**config.mk**
```make
export PLATFORM = sky130hd
export DESIGN_NAME = dma_copy_engine_flat
export DESIGN_NICKNAME = d
export VERILOG_FILES = /design/src/rtl/dma_copy_engine_if.sv /design/src/rtl/dma_copy_engine.sv /design/src/flat_wrapper.sv
export SDC_FILE = /design/constraint.sdc
export NUM_CORES = 1
export LEC_CHECK = 0
export ABC_AREA = 1
export CAP_MARGIN = 10
export CORE_MARGIN = 3
export CORE_UTILIZATION = 50
export CTS_BUF_LIST = sky130_fd_sc_hd__clkbuf_4 sky130_fd_sc_hd__clkbuf_8
export DETAILED_ROUTE_END_ITERATION = 16
export GPL_TIMING_DRIVEN = 0
export PLACE_DENSITY = 0.76
export SLEW_MARGIN = 25
export SYNTH_ARGS = -nofsm -noshare
export SYNTH_HDL_FRONTEND = slang
export SYNTH_SLANG_ARGS = --single-unit
```
**constraint.sdc**
```tcl
create_clock -name clk -period 8.65 [get_ports clk]
set_input_delay 1.2975 -clock clk [delete_from_list [all_inputs] [get_ports clk]]
set_output_delay 1.2975 -clock clk [all_outputs]
set_load 0.01 [all_outputs]
```
**src/rtl/dma_copy_engine_if.sv**
```systemverilog
// Bus bundle for dma_copy_engine: command inputs, status outputs and the
// data-memory initiator interface. The master modport is the engine's view;
// the slave modport is the view of whoever issues commands and models memory.
//
// Handshake: in_start is a single-cycle command strobe that is accepted only
// while out_busy is low (engine in IDLE); out_busy low is the engine's ready.
// A strobe seen while out_busy is high is dropped, never queued. Completion is
// signalled by a one-cycle out_done pulse, with out_error valid from then until
// the next accepted command.
interface dma_copy_engine_if #(
  parameter int ADDR_W = 10,
  parameter int DATA_W = 8
);
  logic              in_start;
  logic [ADDR_W-1:0] in_src_addr;
  logic [ADDR_W-1:0] in_dst_addr;
  logic [ADDR_W-1:0] in_len;
  logic              out_busy;
  logic              out_done;
  logic              out_error;
  logic [ADDR_W-1:0] out_mem_addr;
  logic              out_mem_read_en;
  logic              out_mem_write_en;
  logic [DATA_W-1:0] out_mem_data;
  logic [DATA_W-1:0] in_mem_data;
  // Engine state for observation: 0=IDLE 1=READ 2=WRITE 3=DONE
  logic [1:0]        dbg_state;

  modport master (
    input  in_start, in_src_addr, in_dst_addr, in_len, in_mem_data,
    output out_busy, out_done, out_error, out_mem_addr, out_mem_read_en,
           out_mem_write_en, out_mem_data, dbg_state
  );

  modport slave (
    output in_start, in_src_addr, in_dst_addr, in_len, in_mem_data,
    input  out_busy, out_done, out_error, out_mem_addr, out_mem_read_en,
           out_mem_write_en, out_mem_data, dbg_state
  );
endinterface

```
**src/rtl/dma_copy_engine.sv**
```systemverilog
// Data-memory block copy engine. Copies in_len bytes from in_src_addr to
// in_dst_addr in ascending order, one read/write pair per byte. Commands whose
// source or destination range would reach the reserved I/O ports are rejected
// before any memory access. All bus outputs are decoded from registered state,
// so reset removes both enables asynchronously.
module dma_copy_engine #(
  parameter int                ADDR_W  = 10,
  parameter int                DATA_W  = 8,
  parameter logic [ADDR_W-1:0] IO_BASE = 10'h3FE
) (
  input  logic                clk,
  input  logic                in_rst_n,
  dma_copy_engine_if.master   bus
);

  typedef enum logic [1:0] {
    IDLE  = 2'd0,
    READ  = 2'd1,
    WRITE = 2'd2,
    DONE  = 2'd3
  } state_t;

  // One bit wider than an address so src+len cannot overflow in the check
  localparam logic [ADDR_W:0]   LIMIT = {1'b0, IO_BASE};
  localparam logic [ADDR_W-1:0] ONE   = {{(ADDR_W-1){1'b0}}, 1'b1};

  state_t            state_q;
  state_t            state_d;
  logic [ADDR_W-1:0] src_q;
  logic [ADDR_W-1:0] dst_q;
  logic [ADDR_W-1:0] len_q;
  logic [ADDR_W-1:0] idx_q;
  logic [ADDR_W-1:0] idx_inc;
  logic [DATA_W-1:0] hold_q;
  logic              error_q;
  logic              range_bad;
  logic              last_byte;
  logic              accept;
  logic [ADDR_W:0]   src_end;
  logic [ADDR_W:0]   dst_end;

  assign src_end   = {1'b0, bus.in_src_addr} + {1'b0, bus.in_len};
  assign dst_end   = {1'b0, bus.in_dst_addr} + {1'b0, bus.in_len};
  assign range_bad = (src_end > LIMIT) || (dst_end > LIMIT);
  assign accept    = (state_q == IDLE) && bus.in_start;
  assign idx_inc   = idx_q + ONE;
  assign last_byte = (idx_inc == len_q);

  // State register, cleared asynchronously so enables drop at once on reset
  always_ff @(posedge clk or negedge in_rst_n) begin
    if (!in_rst_n) begin
      state_q <= IDLE;
    end else begin
      state_q <= state_d;
    end
  end

  // Next-state decode
  always_comb begin
    state_d = state_q;
    case (state_q)
      IDLE: begin
        if (bus.in_start) begin
          if (range_bad || (bus.in_len == '0)) begin
            state_d = DONE;
          end else begin
            state_d = READ;
          end
        end
      end
      READ:    state_d = WRITE;
      WRITE:   state_d = last_byte ? DONE : READ;
      DONE:    state_d = IDLE;
      default: state_d = IDLE;
    endcase
  end

  // Command latch, byte index, holding register and sticky error flag
  always_ff @(posedge clk or negedge in_rst_n) begin
    if (!in_rst_n) begin
      src_q   <= '0;
      dst_q   <= '0;
      len_q   <= '0;
      idx_q   <= '0;
      hold_q  <= '0;
      error_q <= 1'b0;
    end else begin
      if (accept) begin
        src_q   <= bus.in_src_addr;
        dst_q   <= bus.in_dst_addr;
        len_q   <= bus.in_len;
        idx_q   <= '0;
        error_q <= range_bad;
      end
      if (state_q == READ) begin
        hold_q <= bus.in_mem_data;
      end
      if (state_q == WRITE) begin
        idx_q <= idx_inc;
      end
    end
  end

  // Bus and status outputs decoded purely from registered state
  always_comb begin
    bus.out_busy         = 1'b0;
    bus.out_done         = 1'b0;
    bus.out_mem_addr     = '0;
    bus.out_mem_read_en  = 1'b0;
    bus.out_mem_write_en = 1'b0;
    bus.out_mem_data     = '0;
    case (state_q)
      READ: begin
        bus.out_busy        = 1'b1;
        bus.out_mem_addr    = src_q + idx_q;
        bus.out_mem_read_en = 1'b1;
      end
      WRITE: begin
        bus.out_busy         = 1'b1;
        bus.out_mem_addr     = dst_q + idx_q;
        bus.out_mem_write_en = 1'b1;
        bus.out_mem_data     = hold_q;
      end
      DONE: begin
        bus.out_busy = 1'b1;
        bus.out_done = 1'b1;
      end
      default: begin
        bus.out_busy = 1'b0;
      end
    endcase
  end

  assign bus.out_error = error_q;
  assign bus.dbg_state = state_q;

endmodule
```
**src/flat_wrapper.sv**
```systemverilog
// flat-port wrapper written by rule: the top's interface ports become plain ports
module dma_copy_engine_flat 
#(
  parameter int                ADDR_W  = 10,
  parameter int                DATA_W  = 8,
  parameter logic [ADDR_W-1:0] IO_BASE = 10'h3FE
)
  (clk, in_rst_n, bus_in_start, bus_in_src_addr, bus_in_dst_addr, bus_in_len, bus_in_mem_data, bus_out_busy, bus_out_done, bus_out_error, bus_out_mem_addr, bus_out_mem_read_en, bus_out_mem_write_en, bus_out_mem_data, bus_dbg_state);
  dma_copy_engine_if #(.ADDR_W(ADDR_W), .DATA_W(DATA_W)) bus_i ();
  input  logic clk;
  input  logic in_rst_n;
  input wire logic [$bits(bus_i.in_start)-1:0] bus_in_start;
  input wire logic [$bits(bus_i.in_src_addr)-1:0] bus_in_src_addr;
  input wire logic [$bits(bus_i.in_dst_addr)-1:0] bus_in_dst_addr;
  input wire logic [$bits(bus_i.in_len)-1:0] bus_in_len;
  input wire logic [$bits(bus_i.in_mem_data)-1:0] bus_in_mem_data;
  output wire logic [$bits(bus_i.out_busy)-1:0] bus_out_busy;
  output wire logic [$bits(bus_i.out_done)-1:0] bus_out_done;
  output wire logic [$bits(bus_i.out_error)-1:0] bus_out_error;
  output wire logic [$bits(bus_i.out_mem_addr)-1:0] bus_out_mem_addr;
  output wire logic [$bits(bus_i.out_mem_read_en)-1:0] bus_out_mem_read_en;
  output wire logic [$bits(bus_i.out_mem_write_en)-1:0] bus_out_mem_write_en;
  output wire logic [$bits(bus_i.out_mem_data)-1:0] bus_out_mem_data;
  output wire logic [$bits(bus_i.dbg_state)-1:0] bus_dbg_state;
  assign bus_i.in_start = bus_in_start;
  assign bus_i.in_src_addr = bus_in_src_addr;
  assign bus_i.in_dst_addr = bus_in_dst_addr;
  assign bus_i.in_len = bus_in_len;
  assign bus_i.in_mem_data = bus_in_mem_data;
  assign bus_out_busy = bus_i.out_busy;
  assign bus_out_done = bus_i.out_done;
  assign bus_out_error = bus_i.out_error;
  assign bus_out_mem_addr = bus_i.out_mem_addr;
  assign bus_out_mem_read_en = bus_i.out_mem_read_en;
  assign bus_out_mem_write_en = bus_i.out_mem_write_en;
  assign bus_out_mem_data = bus_i.out_mem_data;
  assign bus_dbg_state = bus_i.dbg_state;
  dma_copy_engine #(.ADDR_W(ADDR_W), .DATA_W(DATA_W), .IO_BASE(IO_BASE)) u_core (.clk(clk), .in_rst_n(in_rst_n), .bus(bus_i));
endmodule
```
Figure 1. Routed metal per tile.
19 x 19 tiles, from black (low) to pale yellow (high), scaled to the fullest tile. Values are wire area over tile area, all layers added.
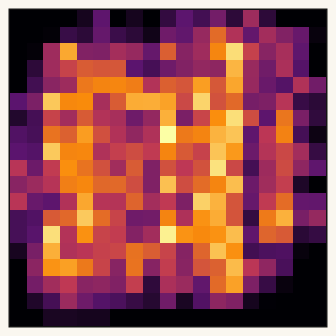
- densest ninth of the die: centre
- nearly empty tiles: 13%
- fullest tile: 0.43
- mean over tiles: 0.18

Figure 2. Clock network drawn from the DEF.
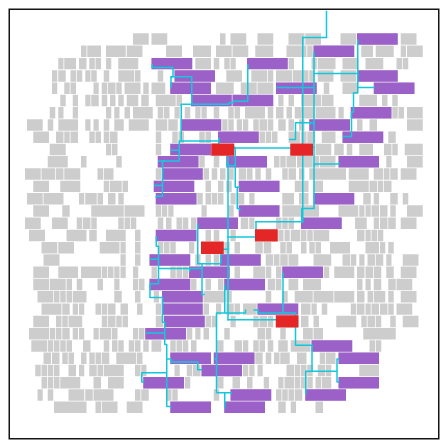
- cyan: clock wires (length 557 um)
- purple: flip-flops (count 51)
- red: clock drivers (count 5)
- routed clock nets: 6

Figure 3. Logic cells by family.
Scale bar: 20 um.
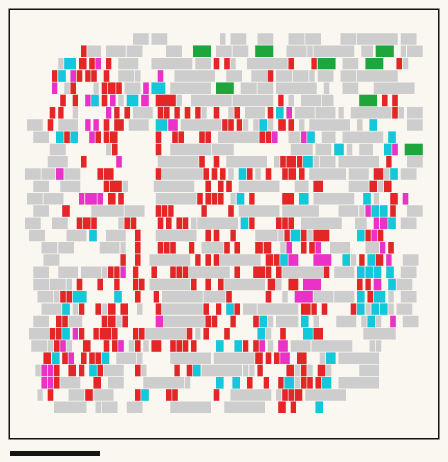
- red: nand cells (cells 262)
- cyan: aoi and oai cells (cells 64)
- magenta: nor cells (cells 50; where spread over the die)
- green: mux cells (cells 8)

==> results.ini <==
[global_routing]
grt-ovfl-total=0
busiest_layer=met2
globalRouteTotalUtil_pct=23.5
grt_max_degree=52
grt_pass1_wl_mm=16.7
use_met3_pct=3.35
antenna_found_initial=0
use_met2_pct=42.9
grt_pass1_vias=3689

[clock_network]
cts_setup_buffers=0
cts_buffers=5
cts_tree=yes
htree_levels=2
cts.sinks=51
cts-root-buf=clkbuf_8
cts_hold_buf=0
cts_buffer_depth=2
cts.clk_slew.worst_paths_ns=0.09

[yosys]
avgSynthCellArea_um2=6.97
ys_chip_area_mm2=0.00395
yosys.area_share.simple_pct=33.1
yosysUniqueCellTypes=36
yosys-top-cells-count=217 x nand2_1, 67 x inv_1, 51 x dfrtp_1
top_cells_by_area=dfrtp_1 32%, nand2_1 21%, ha_1 11%
ys_warn_count=0
synthAdderAreaFrac_pct=12.6
synthArstFlopShare_pct=100
fp_nets=645
syn_inst=566
syn_area_mm2=0.00395
synth.most_common_cell=nand2_1
netlist.area_leader.share_pct=32.3
synth.largest_area_cell=dfrtp_1
ys_top_logic_family=simple AND/OR/NAND/NOR gates
aoi_share_pct=9.00
ys_ff=51
ys_seq_share_pct=32.3
ff_type=dfrtp_1

[cells_and_area]
buf_share_pct=14.3
logic_gates=432
non_clock_inverter_count=73
lay_top_count=nand2_1
antenna_cells=0
comb_share_pct=48.9
fin_nets=717
dominant_cells=logic gates
drive_gt1_share_pct=5.32
nClkBuffers=6
buffers=75
seq_area_mm2=0.00128
lay_top_cells=217 x nand2_1, 67 x inv_1, 64 x clkdlybuf4s50_1
flops=51
area_growth_pct=22.1
fin_util_pct=64.7
sh_seq_area_pct=26.5
clockNetworkAreaShare_pct=2.05
postLayoutCellArea_mm2=0.00482
fillCellCount=733
instances_no_fill=738

[sta]
drv_slew=0
finalClockPeriodUsage_pct=62.1
grt_setup_unrepaired=no
tns_ns=0
final_hold_viol_count=0
clock_skew_ns=0.00272
layout_setup_ws_ns=3.28
slew_headroom_pct=58.2
post-route-min-period_ns=5.37
fmax_mhz=186
tightestPinTransition_ns=0.627
whs_ns=0.488

[hold_path]
hold_path_class=reg -> reg
hp-start=u_core.src_q[9]
hold_end=u_core.src_q[9]
hold_path_depth=2

[power_and_ir_drop]
power_density_mw_per_mm2=299
internal_power_uw=797
p_leak_nw=2.47
p_comb_share_pct=59.9
ir_worst_vdd_v=0.0000933
powerComb_uw=862
top_power_group=combinational cells
clk-power_uw=146
power_frac_seq_pct=30.0
p_seq_uw=431
power_switching_share_pct=44.6
power.switching_uw=642
power_frac_clock_pct=10.1

[critical_path]
crit_buf_inv=5
critPathMaxFanout=10
cp.arrival_ns=4.07
reg2reg_to=u_core.len_q[9]
path_cells=inv_1 > ha_1 > clkinv_1 > clkbuf_1 > nand2_1 > nand2_1 > ha_1 > inv_1 > fa_1 > o21ai_1 > nand2_1 > nand2_1 > a21oi_1 > nor2_1 > o21ai_1 > nand3_1 > nand2_1 > nor2_1 > clkdlybuf4s50_1
max_stage_delay_ns=0.54
crit_top_cell=nand2_1
required_ns=7.35
r2r-start=u_core.bus.dbg_state[0]
crit_cells=19
path_class=reg -> out
crit_end=bus_out_mem_addr[8]
endpoint_kind=output pin
cp-start-kind=flip-flop
rrSetupSlack_ns=6.63
crit_slowest_cell=clkdlybuf4s50_1
reg2reg_depth=7

[die]
die_width_um=94.8
n_tap_cell=99
coreArea_mm2=0.00745
fp_util_pct=53.0
die_h_um=94.8

[run_status]
status=completed

[flow_run]
tool_warnings=30
max_cap_violations=0

[place]
dp.cells=730
port_buffers=65
post-dp-hpwl_mm=8.23
place_congestion=0.881
pre_cts_ws_ns=3.65
placed_area_mm2=0.00472

[route]
met3_length_um=358
antenna_left=0
route.met2.wl_mm=5.01
drt_iter0_drc=201
drcViolationCount=0
met1_length_mm=4.44
routed-via-count=3811
top_layer_used=met4
wl_mm=10.0

